Figure 1. Wiring by layer (run 1).
Drawn at 4 px/micron. Only two layers are drawn.
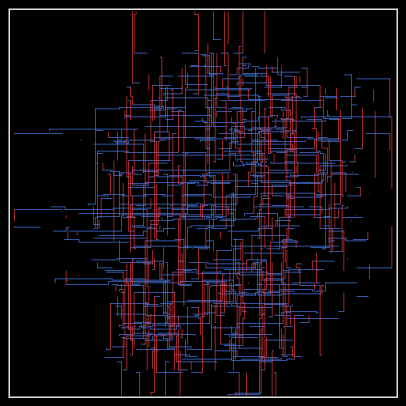
Figure 2. M3 wires (run 1).
Drawn at 4 px/micron.
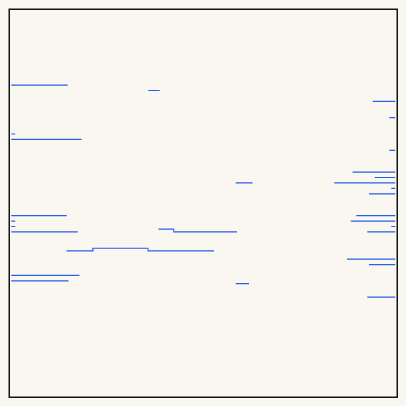
Figure 3. Placement view (run 1).
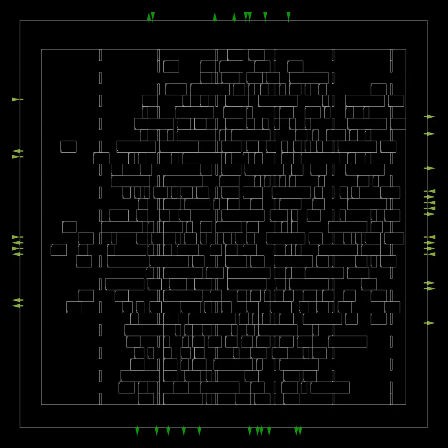
$ cat config.mk
export PLATFORM = sky130hd
export DESIGN_NAME = lunc_encoder
export DESIGN_NICKNAME = d
export VERILOG_FILES = /design/src/rtl/lunc_encoder.sv
export SDC_FILE = /design/constraint.sdc
export NUM_CORES = 1
export LEC_CHECK = 0
export CELL_PAD_IN_SITES_DETAIL_PLACEMENT = 1
export CELL_PAD_IN_SITES_GLOBAL_PLACEMENT = 2
export CORE_MARGIN = 5
export CORE_UTILIZATION = 28
export CTS_CLUSTER_SIZE = 14
export DETAILED_ROUTE_END_ITERATION = 16
export GPL_ROUTABILITY_DRIVEN = 1
export PLACE_DENSITY = 0.85
export SETUP_SLACK_MARGIN = 0.05
export SLEW_MARGIN = 15
export SYNTH_ARGS = -nofsm -noshare
export SYNTH_HDL_FRONTEND = slang
export SYNTH_SLANG_ARGS = --single-unit
$ cat constraint.sdc
create_clock -name clock -period 1.94 [get_ports clock]
set_clock_uncertainty 0.15 [all_clocks]
set_input_delay 0.194 -clock clock [delete_from_list [all_inputs] [get_ports clock]]
set_output_delay 0.194 -clock clock [all_outputs]
set_load 0.005 [all_outputs]
$ cat src/rtl/lunc_encoder.sv
// lunc_encoder
//   Turns a stream of (data byte, requested case mode) pairs into the
//   escape-command byte stream consumed by the case filter. Whenever the
//   requested mode differs from the mode last signalled downstream, the
//   byte is preceded by ESC_CHAR and a command letter (N/L/U/C). Input
//   bytes equal to ESC_CHAR are dropped and flagged.
//
// Ports
//   clock      rising-edge clock
//   reset      asynchronous, active-high reset
//   in_valid   upstream pair valid
//   in_ready   encoder accepts the pair this cycle
//   in_data    data byte
//   in_mode    requested mode: 00=N, 01=L, 10=U, 11=C
//   out_valid  out_data valid
//   out_ready  downstream accepts out_data
//   out_data   encoded byte stream
//   cur_mode   mode last signalled downstream
//   drop_err   one-cycle pulse when an ESC_CHAR input byte was dropped
//   esc_count  saturating count of escape sequences started
module lunc_encoder #(
   parameter logic [7:0]  ESC_CHAR = 8'h1b,
   parameter int unsigned CNT_W    = 16
) (
   input  logic             clock,
   input  logic             reset,
   input  logic             in_valid,
   output logic             in_ready,
   input  logic [7:0]       in_data,
   input  logic [1:0]       in_mode,
   output logic             out_valid,
   input  logic             out_ready,
   output logic [7:0]       out_data,
   output logic [1:0]       cur_mode,
   output logic             drop_err,
   output logic [CNT_W-1:0] esc_count
);

   typedef enum logic [1:0] {
      ST_IDLE,
      ST_CMD,
      ST_DATA
   } state_t;

   state_t           state_q,     state_d;
   logic             out_valid_q, out_valid_d;
   logic [7:0]       out_data_q,  out_data_d;
   logic [1:0]       cur_mode_q,  cur_mode_d;
   logic             drop_q,      drop_d;
   logic [CNT_W-1:0] esc_cnt_q,   esc_cnt_d;
   logic [7:0]       hold_data_q, hold_data_d;
   logic [1:0]       hold_mode_q, hold_mode_d;

   logic slot_free;
   logic accept;

   function automatic logic [7:0] cmd_letter(input logic [1:0] m);
      case (m)
         2'b00:   cmd_letter = 8'h4e; // N
         2'b01:   cmd_letter = 8'h4c; // L
         2'b10:   cmd_letter = 8'h55; // U
         default: cmd_letter = 8'h43; // C
      endcase
   endfunction

   // Output register can take a new byte when empty or being drained now.
   assign slot_free = !out_valid_q || out_ready;
   assign accept    = in_valid && in_ready;

   // State register
   always_ff @(posedge clock or posedge reset) begin
      if (reset) begin
         state_q     <= ST_IDLE;
         out_valid_q <= 1'b0;
         out_data_q  <= '0;
         cur_mode_q  <= '0;
         drop_q      <= 1'b0;
         esc_cnt_q   <= '0;
         hold_data_q <= '0;
         hold_mode_q <= '0;
      end else begin
         state_q     <= state_d;
         out_valid_q <= out_valid_d;
         out_data_q  <= out_data_d;
         cur_mode_q  <= cur_mode_d;
         drop_q      <= drop_d;
         esc_cnt_q   <= esc_cnt_d;
         hold_data_q <= hold_data_d;
         hold_mode_q <= hold_mode_d;
      end
   end

   // Next-state and datapath
   always_comb begin
      state_d     = state_q;
      out_valid_d = out_valid_q;
      out_data_d  = out_data_q;
      cur_mode_d  = cur_mode_q;
      drop_d      = 1'b0;
      esc_cnt_d   = esc_cnt_q;
      hold_data_d = hold_data_q;
      hold_mode_d = hold_mode_q;

      // A drained slot empties unless something below reloads it.
      if (slot_free) begin
         out_valid_d = 1'b0;
      end

      case (state_q)
         ST_IDLE: begin
            if (accept) begin
               if (in_data == ESC_CHAR) begin
                  drop_d = 1'b1;
               end else if (in_mode == cur_mode_q) begin
                  out_data_d  = in_data;
                  out_valid_d = 1'b1;
               end else begin
                  out_data_d  = ESC_CHAR;
                  out_valid_d = 1'b1;
                  hold_data_d = in_data;
                  hold_mode_d = in_mode;
                  if (esc_cnt_q != '1) begin
                     esc_cnt_d = esc_cnt_q + CNT_W'(1);
                  end
                  state_d = ST_CMD;
               end
            end
         end
         ST_CMD: begin
            if (slot_free) begin
               out_data_d  = cmd_letter(hold_mode_q);
               out_valid_d = 1'b1;
               cur_mode_d  = hold_mode_q;
               state_d     = ST_DATA;
            end
         end
         ST_DATA: begin
            if (slot_free) begin
               out_data_d  = hold_data_q;
               out_valid_d = 1'b1;
               state_d     = ST_IDLE;
            end
         end
         default: begin
            state_d = ST_IDLE;
         end
      endcase
   end

   // Outputs
   always_comb begin
      in_ready  = (state_q == ST_IDLE) && slot_free;
      out_valid = out_valid_q;
      out_data  = out_data_q;
      cur_mode  = cur_mode_q;
      drop_err  = drop_q;
      esc_count = esc_cnt_q;
   end

endmodule

==> results.sh, run 1 <==
# flow metrics
export IMPL_ys_ff=40
export IMPL_fin_hold_ws_ps=87.5
export IMPL_power_mw=4.30
export IMPL_syn2layout_area_growth_pct=48.2
export IMPL_cts_tree="built"
export IMPL_aoi_share=0.123
export IMPL_crit_fanout=4
export IMPL_stdcell_count=394
export IMPL_dpl_cell_area_sq_mm=0.00284
export IMPL_cts_hold_buffers=0
export IMPL_grt_ovfl_total=0
export IMPL_grt_pass1_wl_mm=9.82
export IMPL_diodes=0
export IMPL_biggestCellCategory="logic gates"
export IMPL_yosys_warnings=0
export IMPL_yosys_area_sq_mm=0.00210
export IMPL_rrSetupSlack_ps=-80
export IMPL_setup_viol_count_final=2
export IMPL_ys_sh_mux=0.00536
export IMPL_yosys_cells=214
export IMPL_drc=0
export IMPL_finalCritPeriodShare=1.04
export IMPL_p_per_area_mw_per_mm2=1380
export IMPL_syn_nets=238
export IMPL_io_buffers=42
export IMPL_setup_ws_ps=-79.6
export IMPL_grt_pass1_vias=1974
export IMPL_max_stage_delay_ps=430
export IMPL_fmax_ghz=0.495
export IMPL_combAreaFraction=0.350
export IMPL_logic_area_sq_mm=0.00109
export IMPL_fin_area_sq_mm=0.00311
export IMPL_hpwl_mm=4.30
export IMPL_crit_top_cell="buf_6"
export IMPL_firstDrtPassIters=3
export IMPL_pre_cts_slack_ps=-255
export IMPL_die_h_microns=96.6
export IMPL_syn_inst=214
export IMPL_hold_path_depth=3
export IMPL_inv_count=12
export IMPL_postCtsSetupRepairBufs=3
export IMPL_xor_share=0.0709
export IMPL_core_area_sq_mm=0.00729
export IMPL_final_cell_mix="43 x nand2_1, 39 x dfrtp_1, 37 x clkdlybuf4s50_1"
export IMPL_critPathTopFamily="simple AND/OR/NAND/NOR gates"
export IMPL_clkLatencyLatePin_ps=300
export IMPL_path_depth=8
export IMPL_rsz0062_at_grt="yes"
export IMPL_numCtsBuffers=5
export IMPL_clock_sinks=40
export IMPL_tightest_slew_ps=544
export IMPL_largest_reg_flops=16
export IMPL_ios=43
export IMPL_top_layer_used="met4"
export IMPL_placed_cells=378
export IMPL_wl_met2_mm=2.92
export IMPL_endpoint="out_data[1]"
export IMPL_drive_gt1_frac=0.227
export IMPL_area_sequential_sq_mm=0.00100
export IMPL_rr_endpoint="out_data[1]"
export IMPL_synth_edff_count=0
export IMPL_use_met2=0.202
export IMPL_yosysUniqueCellTypes=41
export IMPL_cts_resized=10
export IMPL_status="complete, but fails checks"
export IMPL_hold_class="in2reg"
export IMPL_use_met1=0.167
export IMPL_netlist_area_sq_mm=0.00210
export IMPL_start_kind="flip-flop"
export IMPL_flops=40
export IMPL_nets=318
export IMPL_worst_path_buf_inv=3
export IMPL_synthSimpleGateAreaFrac=0.211
export IMPL_fp_util=0.288
export IMPL_cp_required_ps=1980
export IMPL_failed_checks="setup timing"
export IMPL_top_usage_layer="met2"
export IMPL_finalHoldViolCount=0
export IMPL_clk_share=0.0346
export IMPL_slew_headroom=0.637
export IMPL_root_buffer="clkbuf_8"
export IMPL_fp_dieW_microns=96.6
export IMPL_startpoint="state_q[0]"
export IMPL_end_kind="flip-flop"
export IMPL_fin_util=0.427
export IMPL_slowest_stage="dfrtp_2"
export IMPL_cp_arrival_ps=2060
export IMPL_period_needed_ps=2020
export IMPL_p_leak_nw=1.39
export IMPL_via_per_inst=4.68
export IMPL_postSynth_asyncResetShare=1.00
export IMPL_die_area_sq_mm=0.00934
export IMPL_grtUsageMet3=0.0374
export IMPL_synth_avg_cell_area_sq_um=9.82
export IMPL_lay_top_count="nand2_1"
export IMPL_fa_ha_area_frac=0.0596
export IMPL_first_iter_violations=46
export IMPL_min_from="in_data[0]"
export IMPL_antenna_left=0
export IMPL_crit_type="reg2reg"
export IMPL_irDropWorstVdd_mv=0.463
Notes on Figure 1 above:
met1: shown in blue, wire length 2830 microns. met2: shown in red, wire length 2920 microns.
total track usage: 0.126
via count: 1842
Routed WL per cell: 15.5 microns
total wire length: 6.11 mm

Notes on Figure 2 above:
The longest straight run is 17.2 microns. The layer carries 258 microns of wire. 25 nets have wire on it. The wires run mostly horizontal. The layer holds 4.2% of the routed length.

Notes on Figure 3 above:
# fillers: 861
Seq area share: 0.322
Tapcells: 99
Row Count: 31

run 1: where the power goes:
group / internal [mW] / switching [mW]
combinational: 1.23 / 1.06
sequential: 1.11 / 0.215
clock: 0.382 / 0.312
total: 2.71 / 1.59
run 1: worst register-to-register path: stages, from the launching register on:
cell and delay (ps):
dfrtp_2 430, inv_4 70, ha_4 180, nor3_4 190, o22ai_2 90, or3_4 420
buf_6 140, buf_6 100, a21o_1 150
run 1: synthesized netlist by cell type, drive strengths merged, types with 3 or more instances:
cell	instances	area share
nor2	9	0.017
inv	12	0.021
dfrtp	40	0.48
and4	3	0.013
nand4	6	0.018
and3	3	0.0089
nand3	7	0.017
buf	6	0.029
a22oi	3	0.011
nor3	6	0.017
o21ai	19	0.045
xnor2	14	0.058
nand2	44	0.079
xor2	3	0.013
ha	10	0.060
a21oi	3	0.0071
## Run 2: what changed since run 1
Settings changed: CTS_CLUSTER_DIAMETER set to 60.
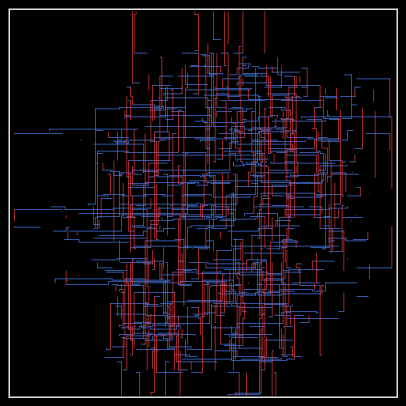
Figure 4: run 2, wiring by layer.
Drawn at 4 px/micron. Only two layers are drawn.
met2: shown in red, wire length 2920 microns. met1: shown in blue, wire length 2830 microns.

==> run 2 against run 1 <==
- the run still ends with setup timing left
- sequential power about the same
- sequential share of layout area unchanged
- non-clock buffer count unchanged
- total power unchanged
- via count unchanged
- critical path depth unchanged
- design area unchanged
- core utilization unchanged
- flip-flop count unchanged
- critical path type unchanged
==> results.sh, run 2 <==
# flow metrics
export IMPL_p_leak_nw=1.39
export IMPL_pg_comb_mw=2.29
export IMPL_status="complete, but fails checks"
export IMPL_netlist_area_leader_share=0.476
export IMPL_tightest_slew_ps=544
export IMPL_top_usage_layer="met2"
export IMPL_synthTopCellsByCount="44 x nand2_1, 40 x dfrtp_1, 19 x o21ai_0"
export IMPL_p_sw_frac=0.369
export IMPL_critPathTopFamily="simple AND/OR/NAND/NOR gates"
export IMPL_die_area_sq_mm=0.00934
export IMPL_fmax_ghz=0.495
export IMPL_die_h_microns=96.6
export IMPL_wl_met2_mm=2.92
export IMPL_numCtsBuffers=5
export IMPL_grt_pass1_wl_mm=9.82
export IMPL_powerClk_uw=695
export IMPL_p_comb_frac=0.532
export IMPL_ys_ff=40
export IMPL_power_frac_seq=0.307
export IMPL_cts_hold_buffers=0
export IMPL_setup_ws_ps=-79.6
export IMPL_max_stage_delay_ps=430
export IMPL_irDropWorstVdd_mv=0.463
export IMPL_num_rows=31
export IMPL_cts_tree="built"
export IMPL_via_per_inst=4.68
export IMPL_drt_wl_total_mm=6.11
export IMPL_crit_fanout=4
export IMPL_core_area_sq_mm=0.00729
export IMPL_use_met2=0.202
export IMPL_grtUsageMet3=0.0374
export IMPL_p_per_area_mw_per_mm2=1380
export IMPL_cp_required_ps=1980
export IMPL_failed_checks="setup timing"
export IMPL_ios=43
export IMPL_yosysUniqueCellTypes=41
export IMPL_crit_top_cell="buf_6"
export IMPL_syn_inst=214
export IMPL_yosys_area_top_type="dfrtp_1"
export IMPL_slowest_stage="dfrtp_2"
export IMPL_fin_hold_ws_ps=87.5
export IMPL_clkLatencyLatePin_ps=300
export IMPL_stdcell_count=394
export IMPL_netlist_area_sq_mm=0.00210
export IMPL_setup_viol_count_final=2
export IMPL_postCtsSetupRepairBufs=3
export IMPL_use_met1=0.167
export IMPL_intPower_mw=2.71
export IMPL_seq_cell_power_mw=1.32
export IMPL_rsz0062_at_grt="yes"
export IMPL_lay_top_count="nand2_1"
export IMPL_grt_pass1_vias=1974
export IMPL_clock_sinks=40
export IMPL_num_vias=1842
export IMPL_synthSimpleGateAreaFrac=0.211
export IMPL_pre_cts_slack_ps=-255
export IMPL_top_layer_used="met4"
export IMPL_postSynth_asyncResetShare=1.00
export IMPL_yosys_cells=214
export IMPL_largest_reg_flops=16
export IMPL_root_buffer="clkbuf_8"
export IMPL_power_mw=4.30
export IMPL_placed_cells=378
export IMPL_finalCritPeriodShare=1.04
export IMPL_finalHoldViolCount=0
export IMPL_drive_gt1_frac=0.227
export IMPL_ys_sh_mux=0.00536
export IMPL_cp_arrival_ps=2060
export IMPL_dpl_cell_area_sq_mm=0.00284
export IMPL_aoi_share=0.123
export IMPL_fp_util=0.288
export IMPL_switching_power_mw=1.59
export IMPL_hold_class="in2reg"
export IMPL_top_cell="nand2_1"
export IMPL_pwr_share_clk=0.161
export IMPL_yosys_warnings=0
export IMPL_diodes=0
export IMPL_fin_area_sq_mm=0.00311
export IMPL_hpwl_mm=4.30
export IMPL_slew_headroom=0.637
export IMPL_io_buffers=42
export IMPL_worst_path_buf_inv=3
export IMPL_start_kind="flip-flop"
export IMPL_drc=0
export IMPL_crit_type="reg2reg"
export IMPL_track_usage=0.126
export IMPL_topCellsByArea="dfrtp_1 48%, nand2_1 7.9%, ha_1 6.0%"
export IMPL_nets=318
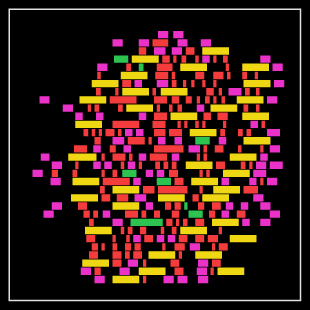
Figure 5: run 2, cell classes on the final placement.
Drawn at 3 px/micron.
clock drivers and dummy loads: shown in green, cells 8, share of their area 3.6%. flip-flops: shown in yellow, cells 40, share of their area 34%. other buffers and delay cells: shown in magenta, cells 81, share of their area 25%. all other logic: shown in red, cells 166, share of their area 38%.

[run 2: cell counts after synthesis]
Identical to the previous run, type by type.
[run 2: layout make-up]
class / instances / area (sq um)
Multi-Input combinational cell: 154 / 1090
Inverter: 12 / 47.5
Tap cell: 99 / 124
Clock buffer: 6 / 72.6
Timing Repair Buffer: 81 / 741
Sequential cell: 40 / 1000
Fill cell: 861 / 4180
Clock inverter: 2 / 35.0
[run 2: final timing paths]
check / from / endpoint / slack [ps] / depth (start not counted)
setup / recovery: state_q[0] / out_data[1] / -80 / 8
hold / removal: in_data[0] / hold_data_q[0] / 90 / 3
setup reg to reg: state_q[0] / out_data[1] / -80 / 8
hold reg to reg: hold_data_q[5] / hold_data_q[5] / 330 / 2
max in group asynchronous: reset / state_q[0] / 1040 / 3
min in group asynchronous: reset / drop_err / 190 / 3
Figure 6. M3 wires (run 2).
Drawn at 4 px/micron.
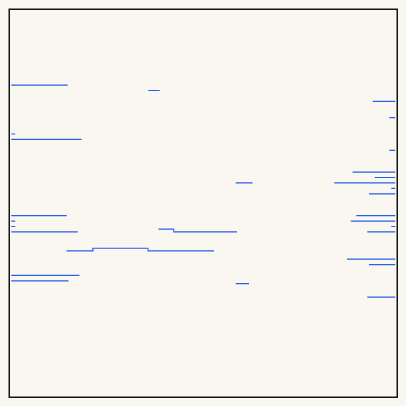

## Run 3: what changed since run 2
Settings changed: MAX_ROUTING_LAYER set to met4, SLEW_MARGIN 15 to 20.
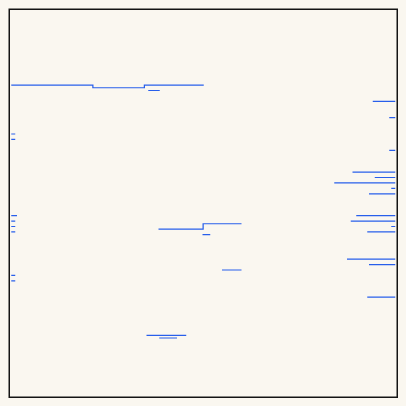
Figure 7: run 3, M3 wires.
Drawn at 4 px/micron.
27 nets have wire on it. The layer carries 196 microns of wire. The layer holds 3.2% of the routed length.
met3 GRT Util: 0.0302
via count: 1849

==> run 3 against run 2 <==
- the flow still finishes with violations (setup timing)
- sequential share of layout area unchanged
- global-route usage is 0.37 points higher
- critical endpoint unchanged
- setup slack improved by 1.1 ps
==> results.sh, run 3 <==
# flow metrics
export IMPL_aoi_share=0.123
export IMPL_wl_met2_mm=2.93
export IMPL_p_per_area_mw_per_mm2=1380
export IMPL_nets=318
export IMPL_netlist_area_sq_mm=0.00210
export IMPL_intPower_mw=2.71
export IMPL_synth_avg_cell_area_sq_um=9.82
export IMPL_slowest_stage="dfrtp_2"
export IMPL_grt_pass1_vias=1968
export IMPL_cts_resized=10
export IMPL_top_usage_layer="met2"
export IMPL_p_leak_nw=1.39
export IMPL_numCtsBuffers=5
export IMPL_pwr_share_clk=0.161
export IMPL_root_buffer="clkbuf_8"
export IMPL_drive_gt1_frac=0.227
export IMPL_grt_pass1_wl_mm=9.83
export IMPL_yosys_cells=214
export IMPL_worst_path_buf_inv=3
export IMPL_n_clock_buffer=6
export IMPL_topCellsByArea="dfrtp_1 48%, nand2_1 7.9%, ha_1 6.0%"
export IMPL_drc=0
export IMPL_cts_tree="built"
export IMPL_slew_viol_final=0
export IMPL_slew_headroom=0.646
export IMPL_fa_ha_area_frac=0.0596
export IMPL_crit_fanout=4
export IMPL_num_rows=31
export IMPL_fin_hold_ws_ps=88.9
export IMPL_ff_type="dfrtp_1"
export IMPL_yosys_area_sq_mm=0.00210
export IMPL_yosys_warnings=0
export IMPL_ios=43
export IMPL_hpwl_mm=4.30
export IMPL_seq_cell_power_mw=1.32
export IMPL_drt_wl_total_mm=6.08
export IMPL_pre_cts_slack_ps=-255
export IMPL_placed_cells=378
export IMPL_irDropWorstVdd_mv=0.463
export IMPL_failed_checks="setup timing"
export IMPL_hold_class="in2reg"
export IMPL_diodes=0
export IMPL_top_cell="nand2_1"
export IMPL_ys_ff=40
export IMPL_syn_nets=238
export IMPL_track_usage=0.130
export IMPL_die_h_microns=96.6
export IMPL_grt_ovfl_total=0
export IMPL_period_needed_ps=2020
export IMPL_rrSetupSlack_ps=-80
export IMPL_synth_seq_share=0.476
export IMPL_ys_sh_mux=0.00536
export IMPL_xor_share=0.0709
export IMPL_lay_top_count="nand2_1"
export IMPL_powerClk_uw=691
export IMPL_die_area_sq_mm=0.00934
export IMPL_rsz0062_at_grt="yes"
export IMPL_crit_type="reg2reg"
export IMPL_holdPathEnd="hold_data_q[0]"
export IMPL_core_area_sq_mm=0.00729
export IMPL_synthTopLogicFamily="simple AND/OR/NAND/NOR gates"
export IMPL_clkLatencyLatePin_ps=300
export IMPL_htreeDepth=2
export IMPL_power_top_group="combinational logic"
export IMPL_rr_endpoint="out_data[1]"
export IMPL_power_frac_seq=0.307
export IMPL_taps=99
export IMPL_setup_ws_ps=-78.5
export IMPL_cp_arrival_ps=2050
export IMPL_netlist_area_leader_share=0.476
export IMPL_synthSimpleGateAreaFrac=0.211
export IMPL_postCtsSetupRepairBufs=3
export IMPL_syn2layout_area_growth_pct=48.2
export IMPL_cp_required_ps=1980
export IMPL_crit_top_cell="buf_6"
export IMPL_firstDrtPassIters=4
export IMPL_postSynth_asyncResetShare=1.00
export IMPL_syn_inst=214
export IMPL_fin_util=0.427
export IMPL_inv_count=12
export IMPL_multiInputCombCellCount=154
export IMPL_power_mw=4.30
export IMPL_setup_viol_count_final=2
export IMPL_switching_power_mw=1.59
export IMPL_fin_area_sq_mm=0.00311
export IMPL_p_comb_frac=0.532
export IMPL_combAreaFraction=0.350
export IMPL_yosysUniqueCellTypes=41
export IMPL_use_met1=0.172
export IMPL_hold_path_depth=3
export IMPL_reg2reg_depth=8
export IMPL_end_kind="flip-flop"
export IMPL_finalHoldViolCount=0
export IMPL_yosys_area_top_type="dfrtp_1"
export IMPL_final_cell_mix="43 x nand2_1, 39 x dfrtp_1, 37 x clkdlybuf4s50_1"
export IMPL_via_per_inst=4.69
export IMPL_area_sequential_sq_mm=0.00100
export IMPL_buf_share=0.238
export IMPL_synthTopCellsByCount="44 x nand2_1, 40 x dfrtp_1, 19 x o21ai_0"
export IMPL_met3_length_microns=196
export IMPL_r2r_start="state_q[0]"
export IMPL_wire_per_inst_microns=15.4
export IMPL_fill_cells=861
export IMPL_finalCritPeriodShare=1.04
export IMPL_tightest_slew_ps=531
export IMPL_logic_area_sq_mm=0.00109
export IMPL_max_stage_delay_ps=430
export IMPL_largest_reg_flops=16
export IMPL_first_iter_violations=45
export IMPL_p_sw_frac=0.369
export IMPL_sh_seq_area=0.322
export IMPL_flops=40
export IMPL_io_buffers=42
export IMPL_clock_sinks=40
export IMPL_antenna_left=0
export IMPL_dpl_cell_area_sq_mm=0.00284
export IMPL_start_kind="flip-flop"
export IMPL_signal_buffers=81
export IMPL_min_from="in_data[0]"
export IMPL_fmax_ghz=0.495
export IMPL_synth_edff_count=0
export IMPL_biggestCellCategory="logic gates"
export IMPL_use_met2=0.201
export IMPL_status="complete, but fails checks"
export IMPL_clk_share=0.0346
export IMPL_fp_util=0.288
export IMPL_stdcell_count=394
export IMPL_pg_comb_mw=2.29
export IMPL_cts_hold_buffers=0
export IMPL_critPathTopFamily="simple AND/OR/NAND/NOR gates"
export IMPL_top_layer_used="met4"
export IMPL_fp_dieW_microns=96.6
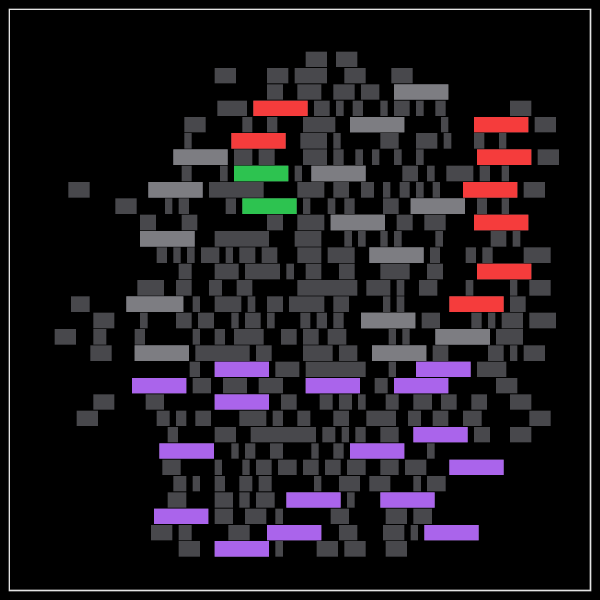
Figure 8: run 3, register map, names as in the netlist.
Drawn at 6 px/micron. Other sequential cells in the stronger gray, the rest of the logic in the fainter gray.
out_data: shown in red, flops 8. hold_mode_q: shown in green, flops 2. esc_count: shown in purple, flops 16.
Another 14 sequential cells are not colored.

==> run 3: cell counts after synthesis <==
No cell type changed its count.
==> run 3: cells by family after synthesis <==
logic type      Yosys count
simple gates             89
flops                    40
compound gates           37
buf+inv                  20
xor+xnor                 17
fa+ha+maj                10
mux                       1
==> run 3: worst max path at each step <==
stage	start	endpoint	slack (ps)	cells past startpoint
after floorplan	state_q[0]	out_data[5]	10	10
after global placement	in_data[5]	out_data[1]	-200	7
after detailed placement	in_data[5]	esc_count[1]	-260	6
after CTS	state_q[1]	out_data[1]	-50	8
after global routing	state_q[0]	out_data[4]	-140	8
final	state_q[0]	out_data[1]	-80	8
No activity file was given, so power comes from the tool's default toggle rates.
